## src/rtl/pwm_regs.sv

```systemverilog
// pwm_regs: byte-addressed configuration register file for the PWM generator.
// Sits behind the SPI instruction decoder; 16-bit registers commit atomically
// on the high-byte write, and the counter value is read through a high-byte
// snapshot taken when the low byte is read.
module pwm_regs #(
    parameter int ADDR_W = 6,
    parameter int DATA_W = 8
) (
    input  logic                  clk,
    input  logic                  rst_n,
    input  logic                  read,
    input  logic                  write,
    input  logic [ADDR_W-1:0]     addr,
    input  logic [DATA_W-1:0]     data_write,
    output logic [DATA_W-1:0]     data_read,
    input  logic [2*DATA_W-1:0]   counter_val,
    output logic [2*DATA_W-1:0]   period,
    output logic                  en,
    output logic [2*DATA_W-1:0]   compare1,
    output logic [2*DATA_W-1:0]   compare2,
    output logic                  count_reset,
    output logic [DATA_W-1:0]     prescale,
    output logic                  upnotdown,
    output logic                  pwm_en,
    output logic [1:0]            functions
);

    typedef enum logic [ADDR_W-1:0] {
        A_PERIOD_L  = ADDR_W'('h00),
        A_PERIOD_H  = ADDR_W'('h01),
        A_EN        = ADDR_W'('h02),
        A_CMP1_L    = ADDR_W'('h03),
        A_CMP1_H    = ADDR_W'('h04),
        A_CMP2_L    = ADDR_W'('h05),
        A_CMP2_H    = ADDR_W'('h06),
        A_CNT_RST   = ADDR_W'('h07),
        A_CNT_L     = ADDR_W'('h08),
        A_CNT_H     = ADDR_W'('h09),
        A_PRESCALE  = ADDR_W'('h0A),
        A_UPNOTDOWN = ADDR_W'('h0B),
        A_PWM_EN    = ADDR_W'('h0C),
        A_FUNCTIONS = ADDR_W'('h0D)
    } reg_addr_e;

    // Private low-byte staging per 16-bit register, plus the counter snapshot
    logic [DATA_W-1:0] period_stage;
    logic [DATA_W-1:0] cmp1_stage;
    logic [DATA_W-1:0] cmp2_stage;
    logic [DATA_W-1:0] cnt_snap;

    // Register writes: low bytes stage, high bytes commit {data, staging}
    always_ff @(posedge clk or negedge rst_n) begin
        if (!rst_n) begin
            period       <= '0;
            compare1     <= '0;
            compare2     <= '0;
            period_stage <= '0;
            cmp1_stage   <= '0;
            cmp2_stage   <= '0;
            en           <= 1'b0;
            prescale     <= '0;
            upnotdown    <= 1'b1;
            pwm_en       <= 1'b0;
            functions    <= 2'b00;
        end else if (write) begin
            case (addr)
                A_PERIOD_L:  period_stage <= data_write;
                A_PERIOD_H:  period       <= {data_write, period_stage};
                A_EN:        en           <= data_write[0];
                A_CMP1_L:    cmp1_stage   <= data_write;
                A_CMP1_H:    compare1     <= {data_write, cmp1_stage};
                A_CMP2_L:    cmp2_stage   <= data_write;
                A_CMP2_H:    compare2     <= {data_write, cmp2_stage};
                A_PRESCALE:  prescale     <= data_write;
                A_UPNOTDOWN: upnotdown    <= data_write[0];
                A_PWM_EN:    pwm_en       <= data_write[0];
                A_FUNCTIONS: functions    <= data_write[1:0];
                default: ;
            endcase
        end
    end

    // Counter clear: one-cycle pulse following each COUNTER_RESET write
    always_ff @(posedge clk or negedge rst_n) begin
        if (!rst_n) begin
            count_reset <= 1'b0;
        end else begin
            count_reset <= write && (addr == A_CNT_RST);
        end
    end

    // Snapshot of the counter high byte, taken when the low byte is read
    always_ff @(posedge clk or negedge rst_n) begin
        if (!rst_n) begin
            cnt_snap <= '0;
        end else if (read && (addr == A_CNT_L)) begin
            cnt_snap <= counter_val[2*DATA_W-1:DATA_W];
        end
    end

    // Combinational read mux; low-byte addresses return the committed byte
    always_comb begin
        data_read = '0;
        case (addr)
            A_PERIOD_L:  data_read = period[DATA_W-1:0];
            A_PERIOD_H:  data_read = period[2*DATA_W-1:DATA_W];
            A_EN:        data_read = {{(DATA_W-1){1'b0}}, en};
            A_CMP1_L:    data_read = compare1[DATA_W-1:0];
            A_CMP1_H:    data_read = compare1[2*DATA_W-1:DATA_W];
            A_CMP2_L:    data_read = compare2[DATA_W-1:0];
            A_CMP2_H:    data_read = compare2[2*DATA_W-1:DATA_W];
            A_CNT_L:     data_read = counter_val[DATA_W-1:0];
            A_CNT_H:     data_read = cnt_snap;
            A_PRESCALE:  data_read = prescale;
            A_UPNOTDOWN: data_read = {{(DATA_W-1){1'b0}}, upnotdown};
            A_PWM_EN:    data_read = {{(DATA_W-1){1'b0}}, pwm_en};
            A_FUNCTIONS: data_read = {{(DATA_W-2){1'b0}}, functions};
            default:     data_read = '0;
        endcase
    end

endmodule

```

## config.mk

```make
export PLATFORM = sky130hd
export DESIGN_NAME = pwm_regs
export DESIGN_NICKNAME = d
export VERILOG_FILES = /design/src/rtl/pwm_regs.sv
export SDC_FILE = /design/constraint.sdc
export NUM_CORES = 1
export LEC_CHECK = 0
export ABC_AREA = 1
export CORE_UTILIZATION = 25
export CTS_BUF_LIST = sky130_fd_sc_hd__clkbuf_8
export DETAILED_ROUTE_END_ITERATION = 8
export PLACE_DENSITY_LB_ADDON = 0.08
export SYNTH_ARGS = -nofsm -noshare
export SYNTH_HDL_FRONTEND = slang
export SYNTH_SLANG_ARGS = --single-unit
export TNS_END_PERCENT = 10
```

## constraint.sdc

```tcl
create_clock -name clk -period 2.4 [get_ports clk]
set_input_delay 0.72 -clock clk [delete_from_list [all_inputs] [get_ports clk]]
set_output_delay 0.72 -clock clk [all_outputs]
set_load 0.02 [all_outputs]
```

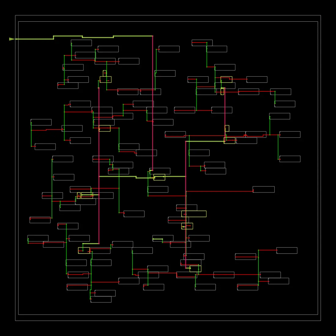
**Above:** clock wiring as the flow saved it.
source-to-sink clock delay at the later pin of the worst-skew pair: 0.37 ns
Layout clock buffers: 9

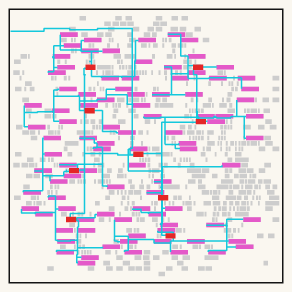
**Above:** routed clock nets over the placement.
(2 px per um)
[red] clock drivers | count: 9
[cyan] clock wires | length: 1,390 um
[magenta] flip-flops | count: 94
routed clock nets: 10
flops lie: all over the die

-- per-layer routing --
metal | vias up | wire [um] | track usage, %
li1 | 1993 | - | -
met1 | 1985 | 7704 | 25.79
met2 | 103 | 7544 | 28.51
met3 | 17 | 716 | 2.834
met4 | 0 | 271 | 6.852
met5 | - | 0 | 0
-- stage by stage --
stage          total power, uW  cell area (um^2)  instances  TNS (ns)
2_1_floorplan             2338              4498        524  -0.07598
3_3_place_gp              2846              6006        872    -17.88
3_5_place_dp              2854              6006        872    -18.40
4_1_cts                   3912              6424        901    -2.053
5_1_grt                   4089              6598        906    -2.022
6_report                  3885              6598        906    -1.522
-- repair_timing --
action / 4_1_cts / 5_1_grt
setup buffers: 13 / 5
setup endpoints to repair: 8 / 8
pin swaps: 20 / 16
resized: 114 / 37
cloned: 2 / 0
-- path summary, 6_finish.rpt --
| check | startpoint | end | slack [ns] | cells past startpoint |
|---|---|---|---|---|
| setup reg to reg | compare2[11] | compare2[11] | 1.64 | 2 |
| max in group asynchronous | rst_n | cnt_snap[2] | 1.49 | 2 |
| min in group clk | cnt_snap[5] | cnt_snap[5] | 0.48 | 2 |
| hold reg to reg | cnt_snap[5] | cnt_snap[5] | 0.48 | 2 |
| setup / recovery | addr[5] | data_read[0] | -0.21 | 12 |
| hold / removal | rst_n | count_reset | 0.29 | 1 |
-- kinds of logic (layout without fill, tap and decap cells) --
logic type             count (synthesis)  in the layout  synth area share, %
AND-OR/OR-AND                         80             80                12.14
buffers and inverters                 54            209                6.349
flip-flops                            94             94                52.38
AND/OR/NAND/NOR                      296            298                29.13
-- state kept, by name, indices dropped and copies added (netlist names) --
name and cells:
cmp2_stage 8, pwm_en 1, cmp1_stage 8, cnt_snap 8, compare1 16, period_stage 8
upnotdown 1, count_reset 1, compare2 16, prescale 8, functions 2, en 1
period 16
==> impl_metrics.py <==
# Auto-generated metrics
metrics = {
    "critical_path": {
        "path_cells": "buf_8, nor2_4, buf_12, buf_8, nand3_4, buf_6, nor2_4, nor2_1, nand2_1, nor2_1, nand2_1, buf_6",
        "max_stage_delay_ns": 0.16,
        "critPathArrivalTime_ns": 1.89,
        "critical-path-top-delay-family": "buffers and inverters",
        "worst-setup-path-type": "in2out",
    },
    "finish": {
        "layout_stage_area_growth_over_the_synthesis_result_pct": 46.84,
        "share_of_cells_above_drive_strength_1_pct": 27.46,
    },
    "pwr": {
        "p_seq_uw": 1940,
    },
    "logic_synthesis": {
        "synthDominantAreaCellType": "sky130_fd_sc_hd__dfrtp_1",
        "yosys.area.top_type_share_pct": 51.80,
        "number_of_standard_cells_reported_by_yosys": 524,
    },
    "sta": {
        "final.setup.worst_slack_ns": -0.2102,
        "finalCritPeriodShare_pct": 108.8,
        "setup_failing_eps_final": 8,
    },
    "cts": {
        "clock_tree.root_cell": "sky130_fd_sc_hd__clkbuf_8",
    },
    "detailed_routing": {
        "route.antenna.remaining_nets": 0,
        "routed-via-count": 4098,
        "avgRoutedWirePerCell_um": 17.92,
        "first_iter_violations": 213,
        "detailed_route_vias_per_instance": 4.523,
    },
    "place": {
        "port-buffer-count": 103,
        "dp_hpwl_mm": 11.61,
        "preCtsSetupSlack_ns": -1.189,
    },
    "outcome": {
        "status": "finished with violations",
        "failing_checks": "negative setup slack",
    },
}
Power is estimated from default activity; no workload was simulated.
